### config.mk
export PLATFORM = sky130hd
export DESIGN_NAME = control_sequencer
export DESIGN_NICKNAME = d
export VERILOG_FILES = /design/src/rtl/control_sequencer.sv
export SDC_FILE = /design/constraint.sdc
export NUM_CORES = 1
export LEC_CHECK = 0
export CAP_MARGIN = 20
export CORE_UTILIZATION = 25
export CTS_CLUSTER_DIAMETER = 30
export CTS_CLUSTER_SIZE = 24
export DETAILED_ROUTE_END_ITERATION = 7
export SLEW_MARGIN = 0
export SYNTH_ARGS = -nofsm -noshare
export SYNTH_HDL_FRONTEND = slang
export SYNTH_SLANG_ARGS = --single-unit
export TNS_END_PERCENT = 30
### constraint.sdc
create_clock -name clock -period 3.6 [get_ports clock]
set_input_delay 0.72 -clock clock [delete_from_list [all_inputs] [get_ports clock]]
set_output_delay 0.72 -clock clock [all_outputs]
set_load 0.02 [all_outputs]
### src/rtl/control_sequencer.sv
// Hardwired Mini-SRC control unit: Moore FSM stepping fetch T0-T2 and per-opcode
// execute steps T3-T7, producing every Datapath control strobe.
module control_sequencer #(
    parameter int unsigned OPW = 5
) (
    input  logic           clock,
    input  logic           clear,
    input  logic [OPW-1:0] ir_op,
    input  logic           con_ff,
    input  logic           stop,
    output logic           PCout,
    output logic           Zhighout,
    output logic           Zlowout,
    output logic           MDRout,
    output logic           HIout,
    output logic           LOout,
    output logic           InPortout,
    output logic           Cout,
    output logic           BAout,
    output logic           Rout,
    output logic           PCin,
    output logic           MARin,
    output logic           MDRin,
    output logic           IRin,
    output logic           Yin,
    output logic           Zhighin,
    output logic           Zlowin,
    output logic           HIin,
    output logic           LOin,
    output logic           OutPortin,
    output logic           InPortin,
    output logic           CONin,
    output logic           Rin,
    output logic           Gra,
    output logic           Grb,
    output logic           Grc,
    output logic           IncPC,
    output logic           Read,
    output logic           Write,
    output logic           run
);

    localparam logic [OPW-1:0] OpLd   = OPW'(0),  OpLdi  = OPW'(1),  OpSt   = OPW'(2);
    localparam logic [OPW-1:0] OpAdd  = OPW'(3),  OpSub  = OPW'(4),  OpShr  = OPW'(5);
    localparam logic [OPW-1:0] OpShl  = OPW'(6),  OpRor  = OPW'(7),  OpRol  = OPW'(8);
    localparam logic [OPW-1:0] OpAnd  = OPW'(9),  OpOr   = OPW'(10), OpAddi = OPW'(11);
    localparam logic [OPW-1:0] OpAndi = OPW'(12), OpOri  = OPW'(13), OpMul  = OPW'(14);
    localparam logic [OPW-1:0] OpDiv  = OPW'(15), OpNeg  = OPW'(16), OpNot  = OPW'(17);
    localparam logic [OPW-1:0] OpBr   = OPW'(18), OpJr   = OPW'(19), OpJal  = OPW'(20);
    localparam logic [OPW-1:0] OpIn   = OPW'(21), OpOut  = OPW'(22), OpMfhi = OPW'(23);
    localparam logic [OPW-1:0] OpMflo = OPW'(24), OpHalt = OPW'(26);

    typedef enum logic [3:0] {
        StReset, StT0, StT1, StT2, StT3, StT4, StT5, StT6, StT7, StHalted
    } state_e;

    state_e state_q, state_d;
    logic   last;

    always_ff @(posedge clock or posedge clear) begin
        if (clear) state_q <= StReset;
        else       state_q <= state_d;
    end

    always_comb begin
        state_d = state_q;
        case (state_q)
            StReset:  state_d = StT0;
            StT0:     state_d = StT1;
            StT1:     state_d = StT2;
            StT2:     state_d = StT3;
            StHalted: state_d = StHalted;
            default: begin
                if (last) begin
                    state_d = (ir_op == OpHalt || stop) ? StHalted : StT0;
                end else begin
                    case (state_q)
                        StT3:    state_d = StT4;
                        StT4:    state_d = StT5;
                        StT5:    state_d = StT6;
                        default: state_d = StT7;
                    endcase
                end
            end
        endcase
    end

    always_comb begin
        {PCout, Zhighout, Zlowout, MDRout, HIout, LOout, InPortout, Cout, BAout, Rout} = '0;
        {PCin, MARin, MDRin, IRin, Yin, Zhighin, Zlowin, HIin, LOin} = '0;
        {OutPortin, InPortin, CONin, Rin, Gra, Grb, Grc, IncPC, Read, Write} = '0;
        run  = 1'b0;
        last = 1'b0;
        case (state_q)
            StReset, StHalted: ;
            StT0: begin run = 1'b1; PCout = 1'b1; MARin = 1'b1; IncPC = 1'b1; PCin = 1'b1; end
            StT1: begin run = 1'b1; Read = 1'b1; MDRin = 1'b1; end
            StT2: begin run = 1'b1; MDRout = 1'b1; IRin = 1'b1; end
            default: begin
                run = 1'b1;
                // Execute steps; each arm flags its final step via last.
                case (ir_op)
                    OpAdd, OpSub, OpShr, OpShl, OpRor, OpRol, OpAnd, OpOr,
                    OpAddi, OpAndi, OpOri: begin
                        case (state_q)
                            StT3: begin Grb = 1'b1; Rout = 1'b1; Yin = 1'b1; end
                            StT4: begin
                                Zlowin = 1'b1;
                                if (ir_op >= OpAddi) Cout = 1'b1;
                                else begin Grc = 1'b1; Rout = 1'b1; end
                            end
                            default: begin Zlowout = 1'b1; Gra = 1'b1; Rin = 1'b1; last = 1'b1; end
                        endcase
                    end
                    OpMul, OpDiv: begin
                        case (state_q)
                            StT3: begin Gra = 1'b1; Rout = 1'b1; Yin = 1'b1; end
                            StT4: begin Grb = 1'b1; Rout = 1'b1; Zlowin = 1'b1; Zhighin = 1'b1; end
                            StT5: begin Zlowout = 1'b1; LOin = 1'b1; end
                            default: begin Zhighout = 1'b1; HIin = 1'b1; last = 1'b1; end
                        endcase
                    end
                    OpNeg, OpNot: begin
                        if (state_q == StT3) begin Grb = 1'b1; Rout = 1'b1; Zlowin = 1'b1; end
                        else begin Zlowout = 1'b1; Gra = 1'b1; Rin = 1'b1; last = 1'b1; end
                    end
                    OpLd, OpLdi, OpSt: begin
                        case (state_q)
                            StT3: begin Grb = 1'b1; BAout = 1'b1; Yin = 1'b1; end
                            StT4: begin Cout = 1'b1; Zlowin = 1'b1; end
                            StT5: begin
                                Zlowout = 1'b1;
                                if (ir_op == OpLdi) begin Gra = 1'b1; Rin = 1'b1; last = 1'b1; end
                                else MARin = 1'b1;
                            end
                            StT6: begin
                                MDRin = 1'b1;
                                if (ir_op == OpSt) begin Gra = 1'b1; Rout = 1'b1; end
                                else Read = 1'b1;
                            end
                            default: begin
                                last = 1'b1;
                                if (ir_op == OpSt) Write = 1'b1;
                                else begin MDRout = 1'b1; Gra = 1'b1; Rin = 1'b1; end
                            end
                        endcase
                    end
                    OpBr: begin
                        case (state_q)
                            StT3: begin Gra = 1'b1; Rout = 1'b1; CONin = 1'b1; end
                            StT4: begin PCout = 1'b1; Yin = 1'b1; end
                            StT5: begin Cout = 1'b1; Zlowin = 1'b1; end
                            default: begin
                                last = 1'b1;
                                if (con_ff) begin Zlowout = 1'b1; PCin = 1'b1; end
                            end
                        endcase
                    end
                    OpJr: begin Gra = 1'b1; Rout = 1'b1; PCin = 1'b1; last = 1'b1; end
                    OpJal: begin
                        if (state_q == StT3) begin PCout = 1'b1; Grb = 1'b1; Rin = 1'b1; end
                        else begin Gra = 1'b1; Rout = 1'b1; PCin = 1'b1; last = 1'b1; end
                    end
                    OpIn:    begin InPortout = 1'b1; Gra = 1'b1; Rin = 1'b1; last = 1'b1; end
                    OpOut:   begin Gra = 1'b1; Rout = 1'b1; OutPortin = 1'b1; last = 1'b1; end
                    OpMfhi:  begin HIout = 1'b1; Gra = 1'b1; Rin = 1'b1; last = 1'b1; end
                    OpMflo:  begin LOout = 1'b1; Gra = 1'b1; Rin = 1'b1; last = 1'b1; end
                    default: last = 1'b1;
                endcase
            end
        endcase
    end

endmodule

### Floorplan with the power grid

The bar under the picture is 20 um long. Pins as bars on the die edge. Tap cells in gray.
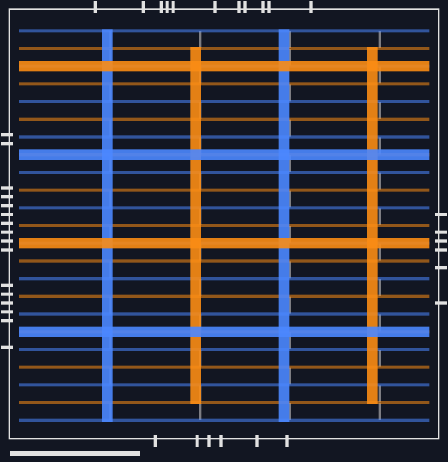
net	color
VSS	blue
VDD	orange
met5 straps	4
met4 straps	4

### Placed cells, one color a class

The bar under the picture is 20 um long.
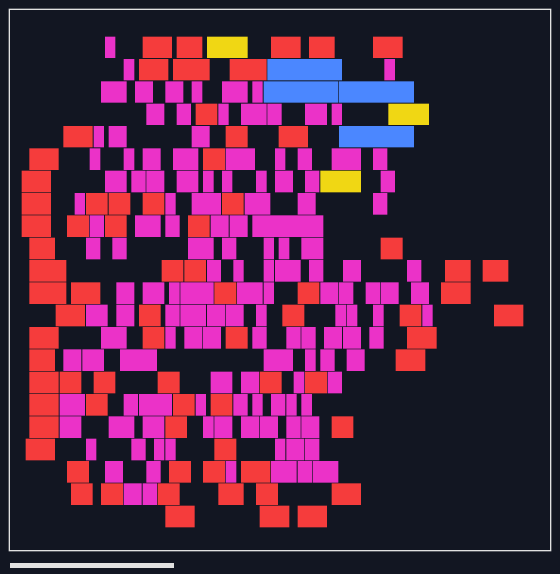
class	color	cells	share of their area
remaining buffers and delay cells	red	75	40%
registers	blue	4	6.1%
remaining logic cells	magenta	140	51%
clock-net drivers	yellow	3	2.5%

### Clock wires, drivers and flops

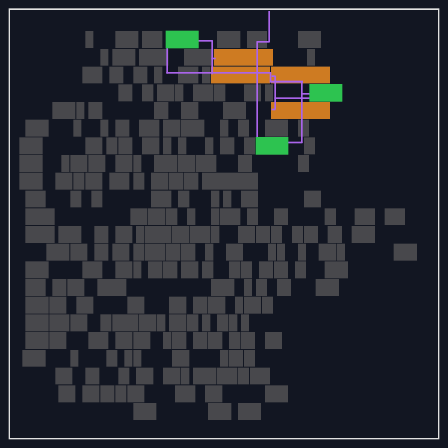
[flip-flops] orange | count: 4
[clock-net drivers] green | count: 3
[clock wires] purple | length: 86.7 um
flops lie	top center
routed clock nets	4
Clk. pwr: 0.0940 mW
clk_skew: 0.002454 ns

### Metal layers overlaid

The bar under the picture is 20 um long. Only two layers are drawn.
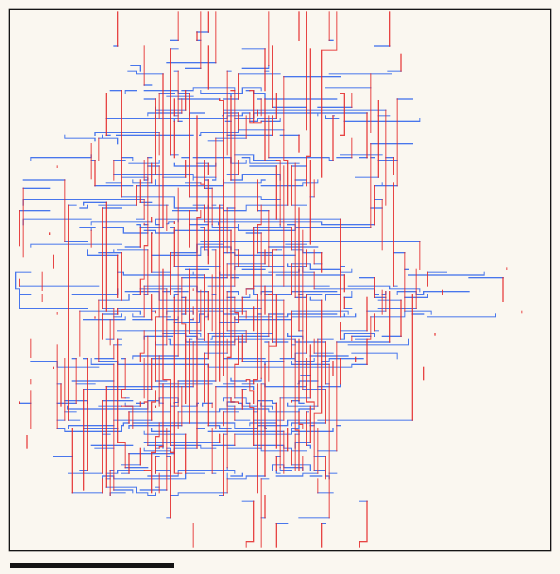
layer	color	wire length
M2	red	1820 um
M1	blue	1760 um
WL/cell: 14.37 um
final wirelength: 3879 um
vias: 1416

### Cell placement

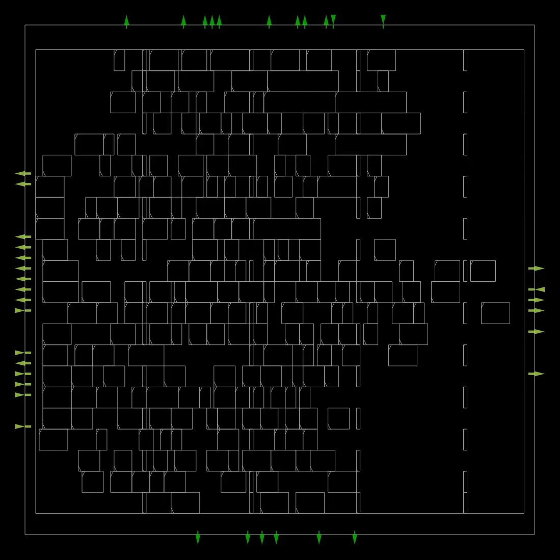
Fillers: 404
Core Area: 3771 um2
sequential share of cell area: 0.05922
row cnt: 22
tap cells: 48

==> cells in the final DEF (no fill, tap or decap), types with 3 or more instances in the layout <==
| cell type | synthesis | routed |
|---|---|---|
| a21oi_1 | 11 | 11 |
| a31o_2 | 3 | 3 |
| a31oi_1 | 8 | 8 |
| buf_4 | 4 | 38 |
| clkbuf_8 | 0 | 3 |
| clkdlybuf4s50_1 | 0 | 26 |
| dfrtp_1 | 4 | 4 |
| dlygate4sd2_1 | 0 | 7 |
| dlymetal6s2s_1 | 0 | 4 |
| inv_1 | 10 | 10 |
| nand2_1 | 13 | 13 |
| nand2b_1 | 6 | 6 |
| nand3_1 | 6 | 6 |
| nor2_1 | 16 | 16 |
| nor2b_1 | 5 | 5 |
| nor3_1 | 8 | 7 |
| nor4_1 | 5 | 5 |
| o21ai_0 | 10 | 10 |
| o22ai_1 | 3 | 3 |
| or3_1 | 3 | 3 |
==> cell families after synthesis <==
kind of cell	after synthesis
AND-OR/OR-AND	52
XOR/XNOR	1
AND/OR/NAND/NOR	75
flip-flops	4
multiplexers	1
other	1
buffers and inverters	27
==> worst reg2reg max path: stages, from the launching register on <==
cell and delay (ns):
dfrtp_1 0.48, buf_4 0.22, nor3b_1 0.39, o32a_2 0.22, o22ai_2 0.10, or4_4 0.59
a211o_1 0.31
==> timing repair <==
item	in CTS	in global routing
setup buffers	0	0
resized	7	6
setup endpoints to repair	7	6
==> power by group through the flow <==
stage	logic [mW]	clock network, mW	registers (mW)
3_5_place_dp	0.699	0	0.128
6_report	0.680	0.0940	0.128
4_1_cts	0.680	0.0969	0.128
5_1_grt	0.737	0.0994	0.137
2_1_floorplan	0.456	0	0.0910
3_3_place_gp	0.698	0	0.128
==> worst min path at each step <==
stage / start / to / slack, ns / cells past startpoint
after CTS: clear / state_q[2]$_DFF_PP0_ / 0.69 / 2
final: clear / state_q[2]$_DFF_PP0_ / 0.68 / 2
after global placement: state_q[2]$_DFF_PP0_ / state_q[3]$_DFF_PP0_ / 0.75 / 2
after detailed placement: state_q[2]$_DFF_PP0_ / state_q[3]$_DFF_PP0_ / 0.75 / 2
after floorplan: clear / state_q[0]$_DFF_PP0_ / 0.49 / 1
after global routing: clear / state_q[2]$_DFF_PP0_ / 0.69 / 2
==> through the flow <==
stage	instances	setup slack (ns)	setup TNS (ns)	total power, mW
finish	270	0.1062	0	0.9027
global route	270	-0.02418	-0.02418	0.9738
CTS	270	0.002721	0	0.9050
detailed placement	267	-0.1197	-0.4374	0.8268
global placement	267	-0.1359	-0.4665	0.8266
floorplan	161	0.2826	0	0.5465
==> metal layers <==
metal | track usage | vias to the layer above | part of all wire
li1 | - | 710 | -
met1 | 0.2495 | 651 | 0.45
met2 | 0.3023 | 55 | 0.47
met3 | 0.02778 | 0 | 0.077
met4 | 0.04620 | 0 | 0
met5 | 0 | - | 0
==> area by class of cell <==
| cell class | count | area, um2 |
|---|---|---|
| sequential | 4 | 100.1 |
| multi-input combinational | 130 | 794.5 |
| fill | 404 | 2081 |
| timing repair buffer | 75 | 656.9 |
| tap | 48 | 60.06 |
| inverter | 10 | 37.54 |
| clock buffer | 3 | 41.29 |
==> Slide: Implementation Results <==
Key Metrics from the Run

Global route
  • Grt ovf: 0
  • Vias in the first global route: 1322
  • Global-route wire length before repair: 6237 um
  • Gr usage total: 0.1847

Power
  • P_leak: 0.7583 nW
  • Power per standard cell area: 534.0 nW/um2
  • Sequential share of power: 0.142
  • Part of the power in combinational logic: 0.754

Final timing
  • Fin Hold WS: 0.6838 ns
  • Cycle use final: 0.9705

Setup path
  • FF-to-FF setup slack: 1.16 ns
  • CP Capture Point: Zlowin
  • Crit Path Max Fanout: 2
  • WP depth: 7
  • Crit-path slowest cell: clkdlybuf4s50_1
  • Crit Reg-Reg Startpoint: state_q[2]$_DFF_PP0_
  • Worst r2r dst: state_q[0]$_DFF_PP0_
  • Worst setup SP type: input port

Logic synthesis
  • Synth warnings: 0
  • Syn nets: 170
  • Yosys xor share: 0.008621
  • Adder share: 0
  • Seq share, synth: 0.09852

Run
  • Count of tool warnings: 27

Finish
  • Largest Register: state_q
  • NumNets Final: 233
  • Fin area: 1690 um2
  • Max FFs per register: 4
  • Largest regs: state_q (4)

Routing
  • ANT nets after route: 0
  • Vias/cell: 5.244

Floorplan
  • IO Count: 39
  • Chip area: 4323 um2

Status
  • Status: finished, final reports clean

Clocking
  • Root buf cell: clkbuf_8
Power is estimated from default activity; no workload was simulated.
